**Run 1: nets reached from selected ports**

Bar = 20 um.
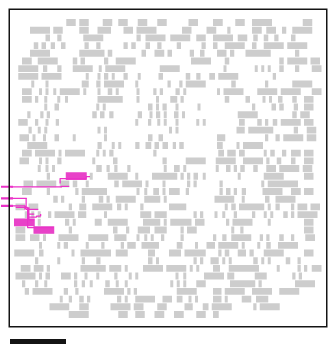
**Run 1: metal 1**

Supply wires on this layer in grey.
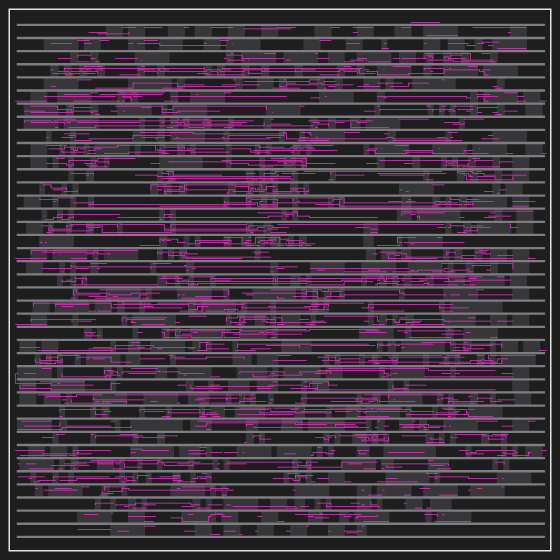
**Run 1: where the registers sit**

Other sequential cells in the stronger grey, the rest of the logic in the fainter grey.
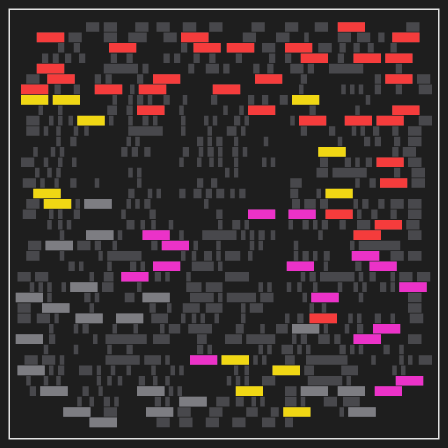
**Run 1: the metal 2 layer**

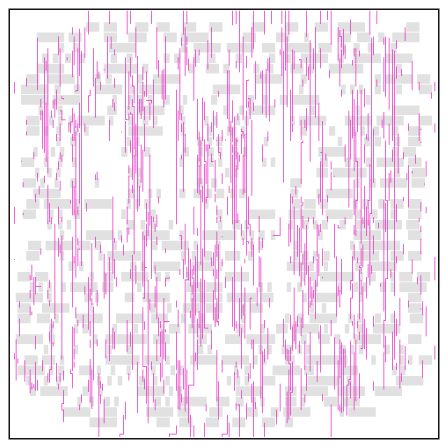
**src/rtl/sseg_pkg.sv**
```systemverilog
// Shared constants for the seven-segment scan capture: segment bit positions,
// square glyphs, the hex glyph table and anode classification helpers.
package sseg_pkg;

    localparam int SEG_G  = 0;
    localparam int SEG_F  = 1;
    localparam int SEG_E  = 2;
    localparam int SEG_D  = 3;
    localparam int SEG_C  = 4;
    localparam int SEG_B  = 5;
    localparam int SEG_A  = 6;
    localparam int SEG_DP = 7;

    localparam logic [7:0] SQ_TOP   = 8'h9C;
    localparam logic [7:0] SQ_BOT   = 8'hE2;
    localparam logic [3:0] AN_BLANK = 4'hF;

    // Active-low {a..g} patterns for 0-9, A, b, C, d, E, F.
    localparam logic [6:0] GLYPH_TABLE [16] = '{
        7'h01, 7'h4F, 7'h12, 7'h06, 7'h4C, 7'h24, 7'h20, 7'h0F,
        7'h00, 7'h04, 7'h08, 7'h60, 7'h31, 7'h42, 7'h30, 7'h38
    };

    typedef enum logic [1:0] {
        AN_NONE   = 2'd0,
        AN_SINGLE = 2'd1,
        AN_MULTI  = 2'd2
    } an_class_e;

    function automatic an_class_e an_classify(input logic [3:0] an);
        logic [3:0] low;
        low = ~an;
        if (an == AN_BLANK) begin
            an_classify = AN_NONE;
        end else if ((low & (low - 4'd1)) == 4'd0) begin
            an_classify = AN_SINGLE;
        end else begin
            an_classify = AN_MULTI;
        end
    endfunction

    function automatic logic [1:0] an_index(input logic [3:0] an);
        case (an)
            4'b1110: an_index = 2'd0;
            4'b1101: an_index = 2'd1;
            4'b1011: an_index = 2'd2;
            4'b0111: an_index = 2'd3;
            default: an_index = 2'd0;
        endcase
    endfunction

endpackage

```
**src/rtl/sseg_hex_decode.sv**
```systemverilog
// Combinational reverse lookup of an active-low {a..g} pattern into a hex nibble.
module sseg_hex_decode
    import sseg_pkg::*;
(
    input  logic [6:0] seg,
    output logic       valid,
    output logic [3:0] nibble
);

    // Table search; glyphs are unique so at most one entry matches.
    always_comb begin
        valid  = 1'b0;
        nibble = 4'h0;
        for (int k = 0; k < 16; k++) begin
            if (seg == GLYPH_TABLE[k]) begin
                valid  = 1'b1;
                nibble = 4'(k);
            end else begin
                valid  = valid;
                nibble = nibble;
            end
        end
    end

endmodule

```
**src/rtl/sseg_scan_capture.sv**
```systemverilog
// Rebuilds the per-digit display frame from a multiplexed an/sseg bus once a
// pattern has been stable for STABLE_CYCLES consecutive samples.
module sseg_scan_capture
    import sseg_pkg::*;
#(
    parameter int STABLE_CYCLES = 4,
    parameter int RUN_W         = $clog2(STABLE_CYCLES + 1)
) (
    input  logic        clk,
    input  logic        reset,
    input  logic [3:0]  an,
    input  logic [7:0]  sseg,
    output logic [31:0] digit_seg,
    output logic [15:0] hex,
    output logic [3:0]  hex_valid,
    output logic [3:0]  dp,
    output logic [2:0]  square_pos,
    output logic        square_valid,
    output logic        frame_tick,
    output logic        bus_err
);

    localparam logic [RUN_W-1:0] RUN_MAX = RUN_W'(STABLE_CYCLES);
    localparam logic [RUN_W-1:0] RUN_PRE = RUN_W'(STABLE_CYCLES - 1);
    localparam bit               SINGLE_STAGE = (STABLE_CYCLES == 1);

    logic [11:0]      s1_r;
    logic [RUN_W-1:0] run_cnt_r;
    logic [3:0]       seen_r;

    logic [11:0]      sample_s;
    logic [11:0]      cand_s;
    logic [RUN_W-1:0] run_next_s;
    logic             accept_s;
    logic             dec_valid_s;
    logic [3:0]       dec_nib_s;
    an_class_e        class_s;
    logic [1:0]       idx_s;
    logic [3:0]       seen_next_s;

    assign sample_s = {an, sseg};
    // With a one-sample window the accepted pattern is the one arriving now,
    // otherwise it is already sitting in s1.
    assign cand_s      = SINGLE_STAGE ? sample_s : s1_r;
    assign class_s     = an_classify(cand_s[11:8]);
    assign idx_s       = an_index(cand_s[11:8]);
    assign seen_next_s = seen_r | (4'b0001 << idx_s);

    sseg_hex_decode u_dec (
        .seg    (cand_s[6:0]),
        .valid  (dec_valid_s),
        .nibble (dec_nib_s)
    );

    // Run-length tracking; accept fires only on the edge the run reaches the limit.
    always_comb begin
        run_next_s = run_cnt_r;
        accept_s   = 1'b0;
        if (sample_s != s1_r) begin
            run_next_s = RUN_W'(1);
            accept_s   = SINGLE_STAGE;
        end else if (run_cnt_r < RUN_MAX) begin
            run_next_s = run_cnt_r + RUN_W'(1);
            accept_s   = (run_cnt_r == RUN_PRE);
        end else begin
            run_next_s = run_cnt_r;
            accept_s   = 1'b0;
        end
    end

    // Sampling state and all registered outputs.
    always_ff @(posedge clk) begin
        if (reset) begin
            s1_r         <= {4'hF, 8'hFF};
            run_cnt_r    <= '0;
            seen_r       <= 4'h0;
            digit_seg    <= 32'hFFFF_FFFF;
            hex          <= 16'h0000;
            hex_valid    <= 4'h0;
            dp           <= 4'h0;
            square_pos   <= 3'd0;
            square_valid <= 1'b0;
            frame_tick   <= 1'b0;
            bus_err      <= 1'b0;
        end else begin
            s1_r       <= sample_s;
            run_cnt_r  <= run_next_s;
            frame_tick <= 1'b0;
            bus_err    <= 1'b0;
            if (accept_s) begin
                case (class_s)
                    AN_SINGLE: begin
                        digit_seg[{idx_s, 3'b000} +: 8] <= cand_s[7:0];
                        dp[idx_s]                       <= ~cand_s[SEG_DP];
                        hex[{idx_s, 2'b00} +: 4]        <= dec_nib_s;
                        hex_valid[idx_s]                <= dec_valid_s;
                        if (cand_s[7:0] == SQ_TOP) begin
                            square_pos   <= {1'b1, idx_s};
                            square_valid <= 1'b1;
                        end else if (cand_s[7:0] == SQ_BOT) begin
                            square_pos   <= {1'b0, idx_s};
                            square_valid <= 1'b1;
                        end else begin
                            square_valid <= 1'b0;
                        end
                        if (seen_next_s == 4'hF) begin
                            frame_tick <= 1'b1;
                            seen_r     <= 4'h0;
                        end else begin
                            seen_r <= seen_next_s;
                        end
                    end
                    AN_MULTI: bus_err <= 1'b1;
                    default: ;
                endcase
            end
        end
    end

endmodule

```
**config.mk**
```make
export PLATFORM = sky130hd
export DESIGN_NAME = sseg_scan_capture
export DESIGN_NICKNAME = d
export VERILOG_FILES = /design/src/rtl/sseg_pkg.sv /design/src/rtl/sseg_hex_decode.sv /design/src/rtl/sseg_scan_capture.sv
export SDC_FILE = /design/constraint.sdc
export NUM_CORES = 1
export LEC_CHECK = 0
export ABC_AREA = 1
export CELL_PAD_IN_SITES_DETAIL_PLACEMENT = 1
export CELL_PAD_IN_SITES_GLOBAL_PLACEMENT = 2
export CORE_UTILIZATION = 30
export CTS_CLUSTER_DIAMETER = 50
export DETAILED_ROUTE_END_ITERATION = 10
export PLACE_DENSITY_LB_ADDON = 0.12
export RECOVER_POWER = 25
export SYNTH_ARGS = -nofsm -noshare
export SYNTH_HDL_FRONTEND = slang
export SYNTH_SLANG_ARGS = --single-unit
```
**constraint.sdc**
```tcl
create_clock -name clk -period 4 [get_ports clk]
set_clock_uncertainty 0.2 [all_clocks]
set_input_delay 0.4 -clock clk [delete_from_list [all_inputs] [get_ports clk]]
set_output_delay 0.4 -clock clk [all_outputs]
set_load 0.1 [all_outputs]
```
==> results.json, run 1 <==
{
  "finalClockPeriodUsage_pct": 80.7,
  "synth_nets": 508,
  "hold_class": "reg2reg",
  "crit_buf_inv": 2,
  "finalCriticalPeriod_ns": 3.23,
  "met2RoutedLength_um": 4920,
  "cts_tree": "built",
  "p_int_mw": 1.48,
  "area_delta_synth_final_pct": 32.6,
  "postRouteAntennaNets": 0,
  "p_comb_share_pct": 5.9,
  "dieArea_mm2": 0.0125,
  "tool_warnings": 32,
  "final_cell_mix": "nand2_1, dfxtp_1, a21oi_1",
  "use_met2_pct": 29.5,
  "ys_seq_share_pct": 44.8,
  "grtUsageMet3_pct": 3.32,
  "n_antenna_cell": 0,
  "arrival_ns": 3.30,
  "path_depth": 10,
  "ys_warn_count": 0,
  "grt_pass1_vias": 3398,
  "edf_count": 0,
  "relSlewSlack_pct": 34.2,
  "hpwlAfterDp_um": 8490,
  "fp_util_pct": 31.2,
  "drc": 5,
  "logic_family": "simple AND/OR/NAND/NOR gates",
  "syn_inst": 485,
  "cap_violations": 0,
  "crit_type": "reg2reg",
  "syn_area_mm2": 0.00362,
  "p_sw_mw": 0.433,
  "grt_setup_unrepaired": "false",
  "area_leaders": "dfxtp_1, nand2_1, a21oi_1, nor2_1, inv_1",
  "finalHoldViolCount": 0,
  "cts_buffer_depth": 2,
  "ys_chip_area_mm2": 0.00362,
  "post_cts_resized": 0,
  "xor_share_pct": 1.69,
  "r2r_cells": 10,
  "mostFrequentLayoutCell": "nand2_1",
  "violations": "design-rule violations",
  "timing.hold.ws_ns": 0.248,
  "gp_congestion": 0.782,
  "path_clk_slew_ns": 0.06,
  "yosys-mux-area-fraction_pct": 0,
  "ys_async_sr_fraction_pct": 0,
  "drive_above_1_share_pct": 8.20,
  "rr_endpoint": "digit_seg[5]",
  "postCtsHoldBufs": 0,
  "p_per_area_mw_per_mm2": 398,
  "outcome": "finished with violations",
  "r2r_slack_ns": 0.77,
  "crit_path_max_fanout": 18,
  "top_power_group": "the clock network",
  "slew_violations": 0,
  "wl_met3_um": 302,
  "finalSetupViolations": 0,
  "top_area_cell": "dfxtp_1",
  "ys_top_cells_by_count": "nand2_1, dfxtp_1, a21oi_1",
  "avgSynthCellArea_um2": 7.47,
  "cts_max_level": 3,
  "core-area_mm2": 0.0116,
  "crit_path_end_kind": "register",
  "pwr-share-seq_pct": 43.4,
  "fmax_mhz": 310,
  "seq_power_mw": 0.829,
  "cp_cell_sequence": "inv_1 > nand2_1 > nand3_1 > nor2_1 > nand2_2 > nor2_1 > nand3_4 > nor2_4 > inv_2 > o21ai_1",
  "switching_share_pct": 22.7,
  "synth_cell_types": 36,
  "antenna_found_initial": 0,
  "p_clk_share_pct": 50.7,
  "drt-vias-per-instance": 4.74,
  "cts_buffers": 9,
  "critPathRequiredTime_ns": 4.08,
  "die_x_um": 112,
  "min_from": "dp[2]",
  "powerClk_mw": 0.968,
  "tns_ns": 0,
  "ys_dominant_reg_cell": "dfxtp_1",
  "cts_root_buf": "clkbuf_16",
  "synth_top_area_share_pct": 44.8,
  "crit_path_frequent_cell": "nor2_1",
  "critPathLaunchType": "register",
  "rr_startpoint": "cand_s[1]",
  "rows": 39,
  "crit_end": "digit_seg[5]",
  "busiest_layer": "met2",
  "worstMarginPinSlew_ns": 0.984,
  "ys_ff": 81,
  "slowest_stage": "nor2_1",
  "final_nets": 579,
  "p_leak_nw": 1.93,
  "top_layer_used": "met4",
  "adder_share_pct": 3.11,
  "grt_max_degree": 41,
  "first_pass_iters": 7,
  "postCtsSetupBuffers": 0,
  "aoi_share_pct": 16.2,
  "top_cell": "nand2_1",
  "critPathTopFamily": "simple AND/OR/NAND/NOR gates",
  "insertion_delay_ns": 0.34,
  "slowest_delay_ns": 0.72,
  "grt_overflow": 0,
  "grt_pass1_wl_um": 18300,
  "peakVddDrop_v": 0.000137,
  "wl_met1_um": 5770,
  "wl_per_cell_um": 15.9
}
## Picture notes: 'nets reached from selected ports'
port	colour	bits	direction	end cells	buffers	wire
square_pos	magenta	3	output	3	3	87.2 um
PortBufs: 75
IO Pins: 76

## Picture notes: 'metal 1'
wire length on this layer	5,770 um
nets with wire on the layer	527
longest straight run	46.9 um
Vias: 3,339
grt met1 use: 26.3%
WL final: 11,200 um

## Picture notes: 'where the registers sit'
netlist name	colour	flops
digit_seg	red	32
hex	magenta	16
cand_s	yellow	12
not coloured	21
storage element area: 0.00162 mm2
post-layout util: 41.4%

## Picture notes: 'the metal 2 layer'
share of all routed wire	44%
wire length on this layer	4,920 um
nets with wire on the layer	474
longest straight run	63.9 um

[run 1: per-stage QoR]
step / power (mW) / worst slack (ns) / cells / utilization [%] / area [um2]
2_1_floorplan: 0.918 / 1.51 / 485 / - / 3620
3_3_place_gp: 0.962 / 0.935 / 688 / 38.5 / 4480
3_5_place_dp: 0.962 / 0.849 / 688 / 38.5 / 4480
4_1_cts: 1.94 / 0.833 / 704 / 41.5 / 4820
5_1_grt: 1.98 / 0.492 / 704 / 41.4 / 4800
6_report: 1.91 / 0.773 / 704 / 41.4 / 4800
[run 1: cell type report]
cell class                      instances  area [um2]
Clock buffer                           11         243
Sequential cell                        81        1620
Fill cell                            1426        6810
Timing Repair Buffer                   76         752
Multi-Input combinational cell        337        1710
Tap cell                              143         179
Clock inverter                          5         103
Inverter                               51         191
[run 1: worst reg2reg max path, stage by stage (launching register included)]
cell     delay (ns)
dfxtp_1        0.56
inv_1          0.19
nand2_1        0.11
nand3_1        0.07
nor2_1         0.21
nand2_2        0.12
nor2_1         0.72
nand3_4        0.41
nor2_4         0.30
inv_2          0.12
o21ai_1        0.15
[run 1: sequential cells by signal, summed over array words and instances, names as in the netlist]
register / flops
square_pos: 3
square_valid: 1
seen_r: 4
frame_tick: 1
hex: 16
cand_s: 12
bus_err: 1
run_cnt_r: 3
dp: 4
hex_valid: 4
digit_seg: 32
[run 1: how the worst min path moves through the flow]
stage / to / slack [ns] / depth (start not counted)
2_1_floorplan: seen_r[1] / 0.23 / 2
3_3_place_gp: dp[3] / 0.23 / 2
3_5_place_dp: seen_r[1] / 0.24 / 2
4_1_cts: seen_r[1] / 0.25 / 2
5_1_grt: dp[2] / 0.26 / 2
6_report: dp[2] / 0.25 / 2
**Run 1: track usage over the die**

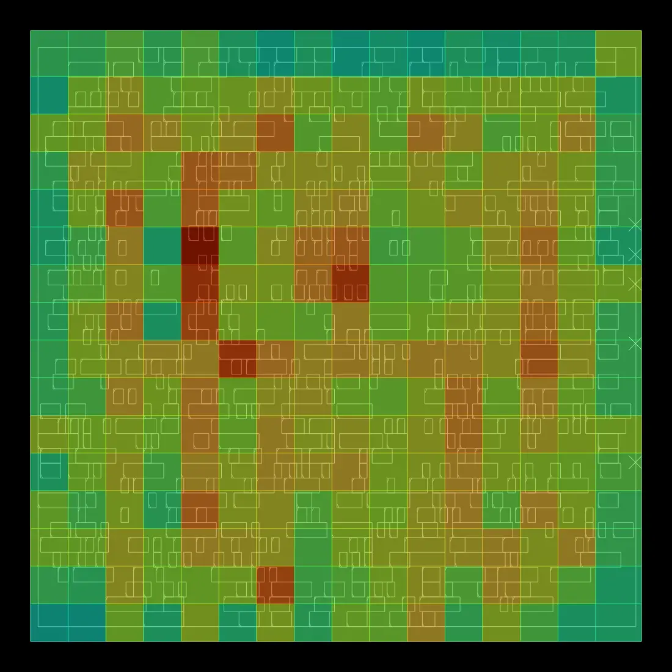

==> run 1 -> run 2 <==
- CORE_UTILIZATION: 30 -> 28
- clock period: 4 -> 3.28 ns (I/O delays scaled with it)
**Run 2: track usage over the die**

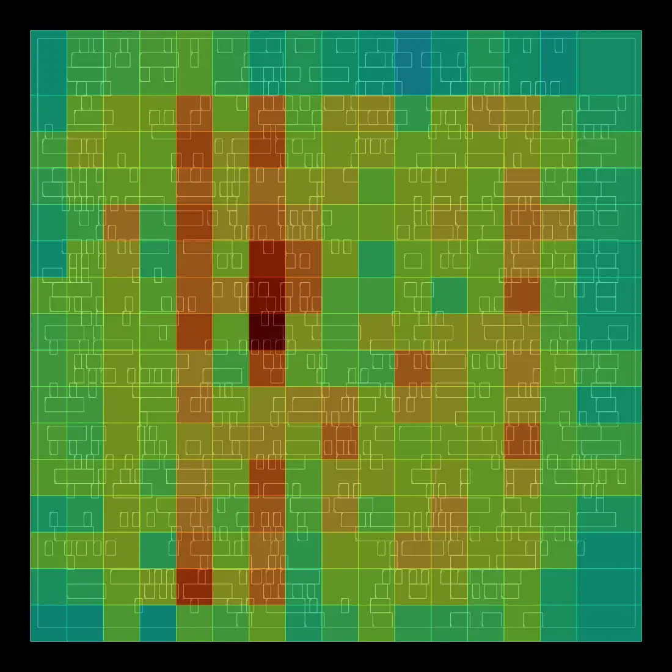
GR Util met2: 26.6%
routed len/inst: 15.2 um
post-layout util: 36.6%
global routing's busiest layer: met2

**Run 2: nets reached from selected ports**

Bar = 20 um.
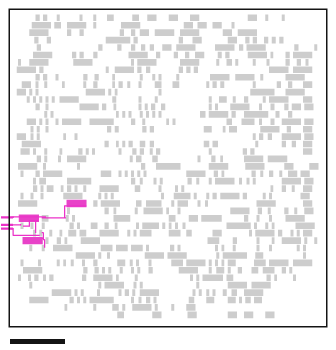
port	colour	bits	direction	end cells	buffers	wire
square_pos	magenta	3	output	3	3	69.1 um

==> results.json, run 2 <==
{
  "cap_violations": 1,
  "cts_root_buf": "clkbuf_16",
  "ioPinCount": 76,
  "rr_endpoint": "digit_seg[23]",
  "ys_ff": 81,
  "seq_power_mw": 1.01,
  "pwr-share-seq_pct": 49.0,
  "critPathLaunchType": "register",
  "ys_dominant_reg_cell": "dfxtp_1",
  "tool_warnings": 32,
  "relSlewSlack_pct": -35.9,
  "dieArea_mm2": 0.0134,
  "core-area_mm2": 0.0126,
  "syn_area_mm2": 0.00362,
  "post_cts_resized": 0,
  "top_cell": "nand2_1",
  "critPathRequiredTime_ns": 3.35,
  "slew_violations": 45,
  "area_delta_synth_final_pct": 27.5,
  "peakVddDrop_v": 0.000171,
  "crit_buf_inv": 4,
  "path_clk_slew_ns": 0.06,
  "syn_inst": 485,
  "gp_congestion": 0.794,
  "yosys-mux-area-fraction_pct": 0,
  "drt-vias-per-instance": 4.52,
  "grt_setup_unrepaired": "false",
  "grt_overflow": 0,
  "finalSetupViolations": 0,
  "path_depth": 11,
  "drc": 0,
  "edf_count": 0,
  "tns_ns": 0,
  "cts_buffers": 9,
  "violations": "max-capacitance violations, max-slew violations",
  "io_buffer_count": 75,
  "final_cell_mix": "nand2_1, dfxtp_1, a21oi_1",
  "insertion_delay_ns": 0.34,
  "p_per_area_mw_per_mm2": 447,
  "finalWirelength_um": 11100,
  "synth_nets": 508,
  "drive_above_1_share_pct": 9.98,
  "fill_cells": 1577,
  "p_int_mw": 1.56,
  "crit_path_end_kind": "register",
  "rr_startpoint": "cand_s[10]",
  "ys_chip_area_mm2": 0.00362,
  "min_from": "dp[3]",
  "crit_path_max_fanout": 9,
  "antenna_found_initial": 0,
  "top_power_group": "registers",
  "ys_async_sr_fraction_pct": 0,
  "powerClk_mw": 0.909,
  "dp.cells": 718,
  "r2r_cells": 11,
  "crit_type": "reg2reg",
  "slowest_delay_ns": 0.44,
  "top_area_cell": "dfxtp_1",
  "outcome": "finished with violations",
  "cts_max_level": 3
}
## run 2: cell counts after synthesis
No cell type changed its count.
## run 2: cell families (layout without fill, tap and decap cells)
family	Yosys count	after routing
AOI/OAI and AO/OA	109	109
xor gates and xnor gates	7	7
adders and majority gates	9	9
buffers and inverters	67	143
DFF	81	81
and+or+nand+nor	212	212
## run 2: metrics by stage
stage               utilization, %  instance area, um2  hold slack [ns]  power [mW]
finish                        36.6                4620            0.238        2.06
global route                  36.6                4620            0.259        2.16
CTS                           37.3                4700            0.245        2.10
detailed placement            35.2                4440            0.235        1.18
global placement              35.2                4440            0.230        1.18
floorplan                        -                3620            0.225        1.12
## run 2: layout make-up
class	count	area [um2]	share of cell area, %
repair buffers	77	596	12.9
well taps	172	215	4.66
inverters	51	191	4.15
multi-input cells	337	1730	37.5
clock buffers	11	243	5.26
clock inverters	4	20.0	0.434
flip-flops and latches	81	1620	35.1
## run 2: worst reg2reg max path, stage by stage, from the launching register on
cell and delay (ns):
dfxtp_1 0.41, nand2_1 0.16, o31ai_4 0.44, inv_1 0.26
ha_1 0.37, inv_1 0.11, nor2_1 0.10, buf_4 0.18
nand2_1 0.10, nor2_4 0.20, inv_2 0.11, o21ai_1 0.13
## run 2: metal layers
| metal | vias up | GRT usage [%] | share of wire [%] |
|---|---|---|---|
| li1 | 1698 | - | - |
| met2 | 53 | 26.6 | 44 |
| met4 | 0 | 7.78 | 1.6 |
| met5 | - | 0 | 0 |
| met3 | 11 | 2.77 | 2.4 |
| met1 | 1553 | 24.8 | 52 |
## run 2: how the worst min path moves through the flow
stage	endpoint	slack (ns)
final	dp[3]	0.24
after global routing	dp[3]	0.26
after CTS	dp[3]	0.24
after detailed placement	dp[2]	0.24
after global placement	dp[1]	0.23
after floorplan	cand_s[0]	0.22
Power figures rest on the tool's default switching activity, not on a simulated workload.
